`config.mk`:
```
export PLATFORM = sky130hd
export DESIGN_NAME = store_buffer
export DESIGN_NICKNAME = d
export VERILOG_FILES = /design/src/rtl/store_buffer.sv
export SDC_FILE = /design/constraint.sdc
export NUM_CORES = 1
export LEC_CHECK = 0
export CORE_MARGIN = 5
export CORE_UTILIZATION = 55
export DETAILED_ROUTE_END_ITERATION = 10
export PLACE_DENSITY = 0.91
export SLEW_MARGIN = 20
export SYNTH_ARGS = -nofsm -noshare
export SYNTH_HDL_FRONTEND = slang
export SYNTH_SLANG_ARGS = --single-unit
export TNS_END_PERCENT = 30
```
`constraint.sdc`:
```
create_clock -name clk -period 8.2 [get_ports clk]
set_clock_uncertainty 0.05 [all_clocks]
set_input_delay 1.23 -clock clk [delete_from_list [all_inputs] [get_ports clk]]
set_output_delay 1.23 -clock clk [all_outputs]
set_load 0.01 [all_outputs]
```
`src/rtl/store_buffer.sv`:
```
// Store FIFO in front of the data memory: drains one store per cycle, forwards or stalls loads.
// Build option SB_FORWARD_EN: when defined, exact-covering stores forward to loads; otherwise any overlap stalls.
module store_buffer #(
  parameter int DEPTH = 4,
  parameter int PTR_W = 2
) (
  input  logic        clk,
  input  logic        rst_n,
  input  logic        st_valid,
  output logic        st_ready,
  input  logic [31:0] st_addr,
  input  logic [31:0] st_data,
  input  logic [2:0]  st_type,
  input  logic        ld_valid,
  input  logic [31:0] ld_addr,
  input  logic [2:0]  ld_type,
  output logic        ld_hit,
  output logic [31:0] ld_fwd_data,
  output logic        ld_stall,
  output logic        mem_store,
  output logic        mem_load,
  output logic [31:0] mem_addr,
  output logic [31:0] mem_data,
  output logic [2:0]  mem_type,
  output logic        empty
);

  logic [31:0]      r_addr [DEPTH];
  logic [31:0]      r_data [DEPTH];
  logic [2:0]       r_type [DEPTH];
  logic [DEPTH-1:0] r_vld;
  logic [PTR_W-1:0] r_head, r_tail;
  logic [PTR_W:0]   r_count;

  logic             w_full, w_push, w_pop, w_ovl;
  logic [PTR_W-1:0] w_idx;
  logic [3:0]       w_ld_lanes;
`ifdef SB_FORWARD_EN
  logic             w_cover;
  logic [31:0]      w_fwd_src;
`endif

  // Byte-size mask of an access; numeric order doubles as a width compare.
  function automatic logic [3:0] f_size(input logic [2:0] t);
    case (t)
      3'b000, 3'b011: f_size = 4'b0001;
      3'b001, 3'b100: f_size = 4'b0011;
      3'b010:         f_size = 4'b1111;
      default:        f_size = 4'b0000;
    endcase
  endfunction

  function automatic logic [3:0] f_lanes(input logic [2:0] t, input logic [1:0] off);
    return f_size(t) << off;
  endfunction

`ifdef SB_FORWARD_EN
  function automatic logic [31:0] f_ext(input logic [31:0] d, input logic [2:0] t);
    case (t)
      3'b000:  f_ext = {{24{d[7]}}, d[7:0]};
      3'b001:  f_ext = {{16{d[15]}}, d[15:0]};
      3'b011:  f_ext = {24'h0, d[7:0]};
      3'b100:  f_ext = {16'h0, d[15:0]};
      default: f_ext = d;
    endcase
  endfunction
`endif

  assign w_full   = (r_count == (PTR_W+1)'(DEPTH));
  assign st_ready = !w_full;
  assign empty    = (r_count == '0);
  // Invalid store types handshake normally but never allocate.
  assign w_push   = st_valid && st_ready && (st_type <= 3'b010);
  assign w_pop    = mem_store;

  // Scan oldest to youngest so the last overlapping entry (the youngest) decides.
  always_comb begin
    w_ovl      = 1'b0;
    w_idx      = '0;
    w_ld_lanes = f_lanes(ld_type, ld_addr[1:0]);
`ifdef SB_FORWARD_EN
    w_cover    = 1'b0;
    w_fwd_src  = '0;
`endif
    for (int k = 0; k < DEPTH; k++) begin
      w_idx = r_head + PTR_W'(k);
      if (ld_valid && r_vld[w_idx] && (r_addr[w_idx][31:2] == ld_addr[31:2]) &&
          |(f_lanes(r_type[w_idx], r_addr[w_idx][1:0]) & w_ld_lanes)) begin
        w_ovl = 1'b1;
`ifdef SB_FORWARD_EN
        w_cover   = (r_addr[w_idx] == ld_addr) && (f_size(r_type[w_idx]) >= f_size(ld_type));
        w_fwd_src = r_data[w_idx];
`endif
      end
    end
  end

`ifdef SB_FORWARD_EN
  assign ld_hit      = w_ovl && w_cover;
  assign ld_stall    = w_ovl && !w_cover;
  assign ld_fwd_data = ld_hit ? f_ext(w_fwd_src, ld_type) : 32'h0;
`else
  assign ld_hit      = 1'b0;
  assign ld_stall    = w_ovl;
  assign ld_fwd_data = 32'h0;
`endif

  // A stalled load does not claim the bus, so the blocking store can drain.
  assign mem_load  = ld_valid && !ld_hit && !ld_stall;
  assign mem_store = !empty && !mem_load;
  assign mem_addr  = mem_load ? ld_addr : r_addr[r_head];
  assign mem_type  = mem_load ? ld_type : r_type[r_head];
  assign mem_data  = r_data[r_head];

  always_ff @(posedge clk) begin
    if (w_push) begin
      r_addr[r_tail] <= st_addr;
      r_data[r_tail] <= st_data;
      r_type[r_tail] <= st_type;
    end
  end

  always_ff @(posedge clk or negedge rst_n) begin
    if (!rst_n) begin
      r_head  <= '0;
      r_tail  <= '0;
      r_count <= '0;
      r_vld   <= '0;
    end else begin
      if (w_push) begin
        r_vld[r_tail] <= 1'b1;
        r_tail        <= r_tail + 1'b1;
      end
      if (w_pop) begin
        r_vld[r_head] <= 1'b0;
        r_head        <= r_head + 1'b1;
      end
      case ({w_push, w_pop})
        2'b10:   r_count <= r_count + 1'b1;
        2'b01:   r_count <= r_count - 1'b1;
        default: r_count <= r_count;
      endcase
    end
  end

endmodule

```
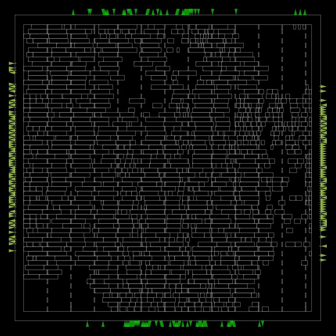
*Cell placement, run 1*
Finished Core Util: 64.80%
flop count: 279
fill count: 1917

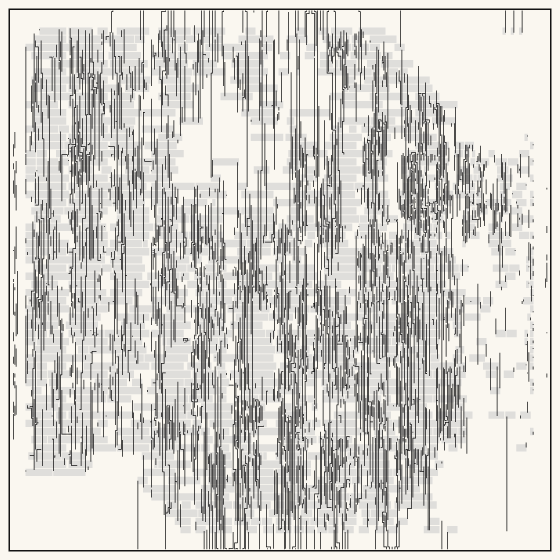
*Metal 2, run 1*
Cells faint in the background.
longest straight run	84.0 um
wire length on this layer	17800 um

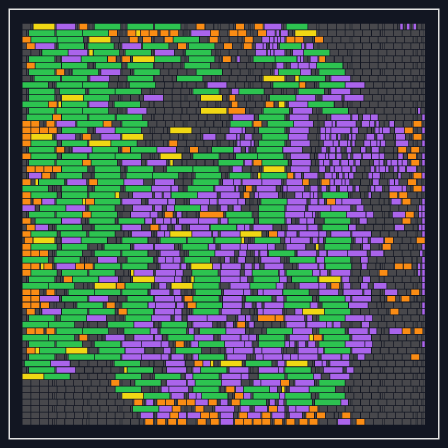
*Cells colored by class, run 1*
Fill, decap, tap and diode cells in gray.
class	color	cells	share of their area
all other logic	purple	556	39%
other buffers and delay cells	orange	188	11%
clock drivers and dummy loads	yellow	48	4.4%
flip-flops	green	279	46%

[run 1: cell usage after synthesis, types with 8 or more instances]
| master | n |
|---|---|
| a21oi_1 | 12 |
| buf_1 | 14 |
| buf_2 | 13 |
| buf_4 | 38 |
| buf_6 | 13 |
| clkbuf_1 | 33 |
| dfrtp_1 | 11 |
| edfxtp_1 | 268 |
| ha_1 | 9 |
| inv_1 | 15 |
| mux2_4 | 29 |
| mux4_2 | 176 |
| nand2_1 | 10 |
| nand2b_1 | 9 |
| nand3_1 | 8 |
| nand4_1 | 23 |
| nor2_1 | 8 |
| nor4_1 | 12 |
| xnor2_1 | 99 |
| xor2_1 | 30 |
[run 1: worst paths after layout]
| check | from | slack (ns) | to | cells after the start |
|---|---|---|---|---|
| setup / recovery | r_head[1] | 1.20 | mem_addr[23] | 12 |
| hold / removal | r_count[2] | 0.45 | r_count[2] | 1 |
| setup reg to reg | r_head[1] | 2.81 | r_count[2] | 16 |
| hold reg to reg | r_count[2] | 0.45 | r_count[2] | 1 |
| max in group asynchronous | rst_n | 6.71 | r_head[0] | 1 |
| min in group asynchronous | rst_n | 0.99 | r_vld[3] | 1 |
[run 1: registers in the layout (all words and copies together) (netlist names)]
name and count:
r_addr 128, r_count 3, r_data 128, r_head 2, r_tail 2, r_type 12, r_vld 4
[run 1: layout make-up]
type                       instances  area, um^2
antenna                            2       5.005
clock buffer                      35       705.7
clock inverter                    13       86.33
fill                            1917       10050
inverter                          16       60.06
multi-input combinational        540        6932
sequential                       279        8330
tap                              384       480.5
timing repair buffer             188        1899
[run 1: layer usage]
metal  global-route usage [%]  up-vias  part of all wire [%]
met3                    5.679       70                    10
li1                         -     3931                     -
met5                        0        -                  0.12
met4                    6.126        6                   2.8
met2                    36.13      536                    49
met1                    29.30     4699                    37
==> flow_metrics.tcl, run 1 <==
# implementation run metrics
set metrics [dict create \
    status "finished clean" \
    maxPowerGroup "combinational logic" \
    floorplan.core_util_pct 55.50 \
    cts_tree "done" \
    hold_ws_ns 0.4533 \
    syn_avg_cell_area_um2 17.34 \
    async_flop_share_pct 3.943 \
    cts_max_path_buffers 3 \
    crit_path_max_fanout 36 \
    warnings 33 \
    rsz0062_at_grt "no" \
    ctsHoldBuffers 0 \
    yosysCellCount 914 \
    pg_seq_mw 1.83 \
    dr.first_iter.drc_count 1019 \
    grt_use_total_pct 21.90 \
    grt_pass1_wl_um 55830 \
    netSwitchingPower_mw 2.179 \
    crit_family "buffers and inverters" \
    power_mw 6.329 \
    ys.warnings.count 0 \
    clk_pin_slew_ns 0.06 \
    lay_top_count "edfxtp_1" \
    path_cells "inv_1 > ha_4 > buf_4 > mux4_2 > nor4bb_1 > a21oi_1 > a21oi_1 > a311oi_1 > o221ai_4 > nor2_8 > mux2_4 > clkdlybuf4s50_1" \
    vias 9242 \
    setup_tns_ns 0 \
    topCellsByArea "edfxtp_1 (51%), mux4_2 (25%), xnor2_1 (5.5%)" \
    p_int_mw 4.150 \
    post_cts_buffers 0 \
    syn_area_um2 15850 \
    min_period_ns 6.996 \
]
==> run 1 -> run 2 <==
--- a/config.mk
+++ b/config.mk
@@ -5,6 +5,7 @@
 export SDC_FILE = /design/constraint.sdc
 export NUM_CORES = 1
 export LEC_CHECK = 0
+export CAP_MARGIN = 20
 export CORE_MARGIN = 5
 export CORE_UTILIZATION = 55
 export DETAILED_ROUTE_END_ITERATION = 10
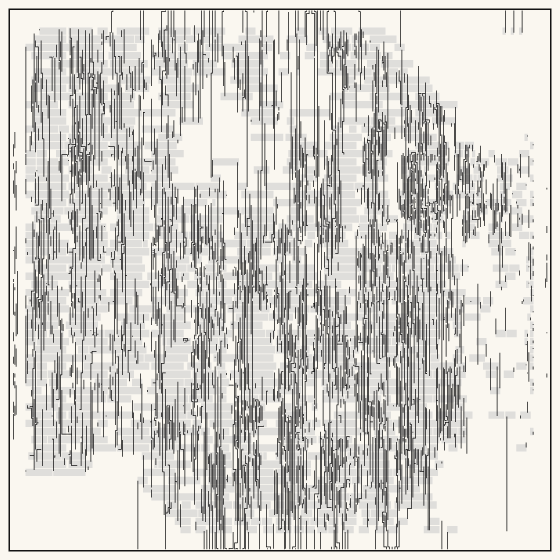
*Metal 2, run 2*
Cells faint in the background.
share of all routed wire	49%
main direction	vertical

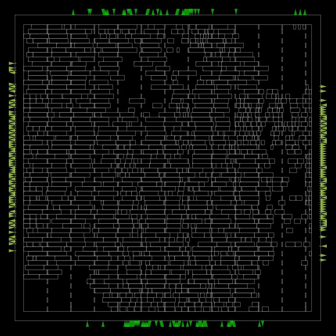
*Cell placement, run 2*
Core Area: 28550 um^2
Seq area share: 45.03%
Tapcell Cnt: 384

==> run 2 against run 1 <==
Effect of this change: power unchanged; clock power about the same; synthesized cell count unchanged; hold slack unchanged; worst setup slack unchanged; die size unchanged; sequential cell count unchanged; first-iteration DRC count unchanged; sequential share of layout area unchanged.
==> flow_metrics.tcl, run 2 <==
# implementation run metrics
set metrics [dict create \
    place_congestion 0.8456 \
    ys.warnings.count 0 \
    final-setup-viol-count 0 \
    wl_met1_um 13390 \
    syn_area_um2 15850 \
    met3WireLength_um 3729 \
    p_int_mw 4.150 \
    worstSkewPairLatency_ns 0.53 \
    warnings 33 \
    whs_path_depth 1 \
    rsz0062_at_grt "no" \
    grt_pass1_wl_um 55830 \
    vias 9242 \
    yosysCellCount 914 \
    relSlewSlack_pct 27.80 \
    r2r_slack_ns 2.81 \
    grtUsageMet3_pct 5.679 \
    ctsHoldBuffers 0 \
    cts_max_path_buffers 3 \
    met2_usage_pct 36.13 \
    use_met1_pct 29.30 \
    status "finished clean" \
    clk_pin_slew_ns 0.06 \
    routed.top_layer "met5" \
    netSwitchingPower_mw 2.179 \
    topCellsByArea "edfxtp_1 (51%), mux4_2 (25%), xnor2_1 (5.5%)" \
    grt_pass1_vias 9446 \
    n_fill_cell 1917 \
    common_cells "edfxtp_1 (268), mux4_2 (176), xnor2_1 (99)" \
    dr_wl_met2_um 17760 \
    vias_per_cell 6.343 \
    path_cells "inv_1 > ha_4 > buf_4 > mux4_2 > nor4bb_1 > a21oi_1 > a21oi_1 > a311oi_1 > o221ai_4 > nor2_8 > mux2_4 > clkdlybuf4s50_1" \
    min_from "r_count[2]" \
    async_flop_share_pct 3.943 \
    reg2regPathDepth 16 \
    min_period_ns 6.996 \
    power_mw 6.329 \
    grt.busiest_layer "met2" \
    crit_path_max_fanout 36 \
    hold_path_end "r_count[2]" \
    reg_top3 "r_addr: 128 flops, r_data: 128 flops, r_type: 12 flops" \
    grt_use_total_pct 21.90 \
    setup_tns_ns 0 \
    drc 0 \
    rr_endpoint "r_count[2]" \
    synth_top_cell_by_count "edfxtp_1" \
    post_cts_buffers 0 \
]
run 2: cell counts in the layout (fill, tap and decap cells not counted):
Identical to the previous run, type by type.
run 2: worst max-delay path: cells and delay by family (launching register included):
family,cells,cell delay [ns]
compound gates,4,0.87
flops,1,0.64
fa+ha+maj,1,0.65
buf+inv,3,1.08
simple gates,2,0.93
mux,2,0.98
run 2: layout make-up:
cell class	instances	area (um^2)	area share, %
Multi-Input combinational cell	540	6932	37.47
Clock inverter	13	86.33	0.4667
Sequential cell	279	8330	45.03
Antenna cell	2	5.005	0.02705
Inverter	16	60.06	0.3247
Clock buffer	35	705.7	3.815
Timing Repair Buffer	188	1899	10.27
Tap cell	384	480.5	2.597
run 2: worst max path at each step:
stage                     startpoint  slack (ns)      endpoint
after floorplan            r_head[0]        1.96  mem_addr[24]
after global placement    ld_type[2]        1.82  mem_addr[31]
after detailed placement   r_head[1]        1.69  mem_addr[31]
after CTS                  r_head[1]        1.11  mem_addr[23]
after global routing       r_head[1]        0.89  mem_addr[31]
final                      r_head[1]        1.20  mem_addr[23]
run 2: stage by stage:
| step | hold WS [ns] | utilization [%] |
|---|---|---|
| final | 0.4533 | 64.80 |
| after global routing | 0.4953 | 64.80 |
| after CTS | 0.4529 | 64.69 |
| after detailed placement | 0.4410 | 61.91 |
| after global placement | 0.4349 | 61.91 |
| after floorplan | 0.4143 | - |
run 2: power groups by stage:
| stage | Combinational, mW | Sequential, mW | Clock (mW) |
|---|---|---|---|
| 2_1_floorplan | 2.57 | 1.79 | 0 |
| 3_3_place_gp | 3.30 | 1.84 | 0 |
| 3_5_place_dp | 3.37 | 1.86 | 0 |
| 4_1_cts | 3.39 | 1.83 | 1.15 |
| 5_1_grt | 3.63 | 1.85 | 1.21 |
| 6_report | 3.37 | 1.83 | 1.12 |
Power figures rest on the tool's default switching activity, not on a simulated workload.
